Signal wires on met3:
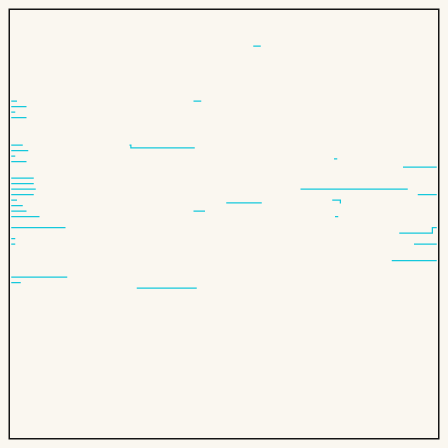
Metal 1:
The bar under the picture is 20 um long. Supply wires on this layer in gray.
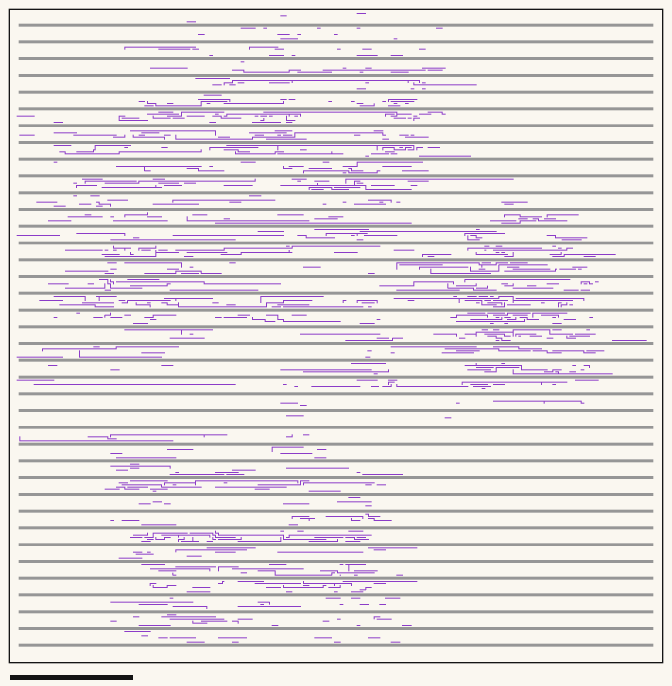
### src/rtl/not_share_arb_pkg.sv
// Shared constants and types for the not_share_arb arbiter.
// Latency: n/a (definitions only).
// Backpressure: n/a (definitions only).
//
// Holds the FSM state encoding, the transfer-counter width and the
// saturating increment used by the counter.
package not_share_arb_pkg;

    localparam int CNT_W = 16;

    typedef enum logic [1:0] {
        ST_IDLE = 2'd0,
        ST_EVAL = 2'd1,
        ST_RESP = 2'd2
    } state_t;

    // Increment that sticks at all-ones instead of wrapping to zero.
    function automatic logic [CNT_W-1:0] sat_inc(input logic [CNT_W-1:0] c);
        return (&c) ? c : c + 1'b1;
    endfunction

endpackage

### src/rtl/not_share_arb_not_vec.sv
// Shared bitwise inverter datapath: y = ~a.
// Latency: purely combinational, zero cycles.
// Backpressure: none, no state and no handshake.
//
// Ports: a (W) operand in, y (W) inverted result out.
module not_vec #(
    parameter int W = 8
) (
    input  logic [W-1:0] a,
    output logic [W-1:0] y
);

    assign y = ~a;

endmodule

### src/rtl/not_share_arb.sv
// Round-robin arbiter that shares one not_vec inverter among N_REQ requesters.
// Latency: req sampled at t, gnt in t+1, out_valid in t+2, IDLE again at t+3.
// Backpressure: holds the result in RESP while out_ready is low; no new grant until accepted.
//
// Ports: clk/rst_n (async active-low); req/req_data from requesters;
// gnt one-hot capture pulse; busy while not IDLE; out_valid/out_ready/
// out_data/out_id result port; op_cnt saturating count of completed transfers.
module not_share_arb
    import not_share_arb_pkg::*;
#(
    parameter int N_REQ = 4,
    parameter int W     = 8,
    parameter int IDW   = $clog2(N_REQ)
) (
    input  logic               clk,
    input  logic               rst_n,
    input  logic [N_REQ-1:0]   req,
    input  logic [N_REQ*W-1:0] req_data,
    output logic [N_REQ-1:0]   gnt,
    output logic               busy,
    output logic               out_valid,
    input  logic               out_ready,
    output logic [W-1:0]       out_data,
    output logic [IDW-1:0]     out_id,
    output logic [CNT_W-1:0]   op_cnt
);

    state_t             state_q;
    state_t             state_d;
    logic [IDW-1:0]     ptr_q;
    logic [IDW-1:0]     id_q;
    logic [IDW-1:0]     win;
    logic [W-1:0]       opnd_q;
    logic [W-1:0]       res_q;
    logic [W-1:0]       inv_y;
    logic [W-1:0]       win_data;
    logic [N_REQ-1:0]   gnt_q;
    logic [CNT_W-1:0]   cnt_q;
    logic               take;
    logic               accept;

    // Wrap N_REQ-1 back to 0 explicitly so non-power-of-two N_REQ works.
    function automatic logic [IDW-1:0] next_idx(input logic [IDW-1:0] i);
        if (int'(i) == N_REQ - 1) begin
            return '0;
        end
        return i + IDW'(1);
    endfunction

    // First requester at or after p, searching upward with wrap-around.
    function automatic logic [IDW-1:0] rr_pick(input logic [N_REQ-1:0] r,
                                               input logic [IDW-1:0]   p);
        logic [IDW-1:0] w;
        logic [IDW-1:0] idx;
        logic           found;
        w     = p;
        idx   = p;
        found = 1'b0;
        for (int k = 0; k < N_REQ; k++) begin
            if (!found && r[idx]) begin
                w     = idx;
                found = 1'b1;
            end
            idx = next_idx(idx);
        end
        return w;
    endfunction

    assign win      = rr_pick(req, ptr_q);
    assign win_data = req_data[win*W +: W];

    not_vec #(.W(W)) u_inv (
        .a (opnd_q),
        .y (inv_y)
    );

    always_comb begin
        state_d = state_q;
        take    = 1'b0;
        accept  = 1'b0;
        case (state_q)
            ST_IDLE: begin
                if (|req) begin
                    take    = 1'b1;
                    state_d = ST_EVAL;
                end
            end
            ST_EVAL: begin
                state_d = ST_RESP;
            end
            ST_RESP: begin
                if (out_ready) begin
                    accept  = 1'b1;
                    state_d = ST_IDLE;
                end
            end
            default: begin
                state_d = ST_IDLE;
            end
        endcase
    end

    always_ff @(posedge clk or negedge rst_n) begin
        if (!rst_n) begin
            state_q <= ST_IDLE;
            ptr_q   <= '0;
            id_q    <= '0;
            opnd_q  <= '0;
            res_q   <= '0;
            gnt_q   <= '0;
            cnt_q   <= '0;
        end else begin
            state_q <= state_d;
            // Grant is a registered one-cycle pulse coinciding with EVAL.
            gnt_q   <= take ? (N_REQ'(1) << win) : '0;
            if (take) begin
                opnd_q <= win_data;
                id_q   <= win;
            end
            if (state_q == ST_EVAL) begin
                res_q <= inv_y;
            end
            // The served requester drops to lowest priority next time.
            if (accept) begin
                ptr_q <= next_idx(id_q);
                cnt_q <= sat_inc(cnt_q);
            end
        end
    end

    assign gnt       = gnt_q;
    assign busy      = (state_q != ST_IDLE);
    assign out_valid = (state_q == ST_RESP);
    assign out_data  = res_q;
    assign out_id    = id_q;
    assign op_cnt    = cnt_q;

endmodule

### config.mk
export PLATFORM = sky130hd
export DESIGN_NAME = not_share_arb
export DESIGN_NICKNAME = d
export VERILOG_FILES = /design/src/rtl/not_share_arb_pkg.sv /design/src/rtl/not_share_arb_not_vec.sv /design/src/rtl/not_share_arb.sv
export SDC_FILE = /design/constraint.sdc
export NUM_CORES = 1
export LEC_CHECK = 0
export CORE_MARGIN = 1
export CORE_UTILIZATION = 23
export DETAILED_ROUTE_END_ITERATION = 6
export SLEW_MARGIN = 20
export SYNTH_ARGS = -nofsm -noshare
export SYNTH_HDL_FRONTEND = slang
export SYNTH_SLANG_ARGS = --single-unit
### constraint.sdc
create_clock -name clk -period 2.3 [get_ports clk]
set_input_delay 0.69 -clock clk [delete_from_list [all_inputs] [get_ports clk]]
set_output_delay 0.69 -clock clk [all_outputs]
set_load 0.05 [all_outputs]
==> results.txt <==
Postcts setup bufs -> 7
Largest class -> logic gates
Synth Warn # -> 0
Met1 GRT Util -> 15.7%
Worst Tran Pin Value -> 0.583 ns
Maximum clock rate -> 414 MHz
Post-CTS Resized -> 42
Wire length on met1 -> 2920 um
Core area -> 10400 um2
Most crowded layer after global routing -> met2
Cell Area, Placed -> 3490 um2
Comb_multi_in -> 174
First-pass GRT wire length -> 10800 um
Insertion Delay late pin -> 0.30 ns
Maxcap violations -> 0
Netlist Area Pre-Place -> 2480 um2
Max VDD drop -> 0.000570 V
Status -> complete, but fails checks
Worst setup SP type -> flop
Non-CTS inverters -> 4
Row cnt -> 37
Seq share, synth -> 42.4%
Cells after synthesis -> 232
Worst rel slew slack -> 61.1%
Grt total ovfl -> 0
Drt first pass iters -> 4
Clk slew on worst S/H paths -> 0.08 ns
Nets -> 378
Netlist cell types -> 59
Final-layout clock buffer total -> 8
Mux area share -> 12.7%
Setup-failing EPs final -> 10
GPL Wtd Cong -> 0.826
Vias per cell -> 4.50
Synth Flop Type -> dfrtp_1
CP endpoint kind -> flop
Area leader share -> 42.4%
Worst EP arrival -> 2.64 ns
Register area -> 1050 um2
Top layer in use -> met4
Complex Gates by Area -> 17.9%
Port Buf Inserts -> 70
Signal buf overhead -> 26.6%
Cell chosen for the clock root -> clkbuf_8
Area Growth Syn to Fin -> 53.2%
Crit path DRT -> 2.52 ns
Grt met2 use -> 20.9%
Leak -> 1.65 nW
Cell count in the Yosys report -> 232
Clock tree buffer depth -> 2
Final Skew -> 0.00712 ns
DR iter-0 viols -> 81
DR vias -> 2130
Multi-input combinational area share -> 37.9%
Largest cells by area -> dfrtp_1 42%, a21oi_1 5.7%, mux2i_1 4.8%, mux2_4 4.2%, o22ai_2 3.5%
FFs & Latches -> 42
Fill count -> 1077
TAP cells -> 136
FP Util -> 23.9%
Pwr/cell area -> 1480 nW/um2
Die Width -> 106 um
Repair and plain buffers -> 109
Post-layout util -> 36.6%
IO Pins -> 71
Worst setup path end -> opnd_q[1]
Post-synth EDFFs -> 0
Comb area -> 1440 um2
Die area -> 11200 um2
Area share of fa/ha/maj cells after synthesis -> 1.51%
DRC Markers -> 0
DPL Wire Length -> 4750 um
Routing usage on met3 -> 1.61%
Vias in the first global route -> 2232
Final worst slack -> -0.115 ns
Async SR Flop Fraction -> 100%
Syn nets -> 274
Failing checks -> setup timing
Post-Place Cells -> 457
Reg2Reg Depth -> 9
Routed Antenna Nets -> 0
Tool warnings -> 29
Initial antenna violation count -> 0
Fin crit period -> 2.42 ns
Num Clock Sinks -> 42
Placement Setup Slack -> -0.782 ns
Clk cell area share -> 2.90%
Largest logic family -> AND-OR/OR-AND gates
Mean post-synth cell area -> 10.7 um2
Post-synth regs -> 42
Htree depth -> 2
Die H -> 106 um
TritonCTS clock tree -> yes
Yosys stat area -> 2480 um2
Final period utilization -> 105%
Pin count of the biggest net entering global routing -> 24
Yosys simple share -> 15.2%
RSZ-0062 raised after global routing -> true
HP Class -> input pin to async pin
Drt wl/cell -> 13.9 um
-- 'signal wires on met3' (at the start) --
nets with wire on the layer: 31
wire length on this layer: 198 um
main direction: horizontal
share of all routed wire: 3.0%

-- 'metal 1' (at the start) --
share of all routed wire: 45%
main direction: horizontal
nets with wire on the layer: 342

## power by group
group          switching, mW  total [mW]  internal [mW]  leakage [nW]
sequential             0.213        1.21          0.995         0.541
combinational           2.07        3.87           1.80          1.05
clock                  0.253       0.557          0.303        0.0575
## Yosys cell counts, types with 2 or more instances
cell type / number
nor3_1: 2
inv_1: 4
o22ai_2: 7
nand2_1: 23
ha_1: 3
o21ai_0: 11
mux2_2: 5
and3_1: 3
mux2i_1: 12
mux2_4: 7
nor2_1: 10
or2_1: 2
nand3_1: 4
o21ai_1: 2
clkbuf_1: 2
dfrtp_1: 42
xnor2_1: 9
xor2_1: 5
buf_4: 3
a21oi_1: 28
nand4_1: 4
buf_6: 5
nand2b_1: 3
## cell usage in the layout (no fill, tap or decap), drive strengths merged, types with 2 or more instances in the layout
cell type,n
nand2b,3
or2b,2
a21oi,28
nand2,25
clkdlybuf4s50,56
nand3,4
dfrtp,42
and3,4
clkbuf,8
nor3,2
mux2i,12
or2,2
o21ai,13
nand4,4
nor2,12
o22ai,8
xnor2,9
mux2,13
buf,50
xor2,5
inv,4
ha,3
## worst max-delay path: stages (launching register included)
cell and delay (ns):
dfrtp_1 0.43, ha_4 0.20, o21ba_4 0.19, a22o_1 0.20
a32oi_2 0.22, mux2i_2 0.30, o311ai_4 0.17, buf_6 0.18
mux2_4 0.30, o22ai_2 0.15
## registers in the layout, summed over array words and instances, names as in the netlist
signal / count
op_cnt: 16
opnd_q: 8
out_data: 8
gnt: 4
out_id: 2
ptr_q: 2
state_q: 2
## per-stage QoR
step	setup TNS, ns	power (mW)	hold slack [ns]
finish	-0.731	5.64	0.357
global route	-1.84	5.99	0.405
detailed placement	-9.98	4.58	0.482
global placement	-9.47	4.53	0.469
CTS	-1.08	5.88	0.382
floorplan	-0.750	3.54	0.394
Power figures rest on the tool's default switching activity, not on a simulated workload.
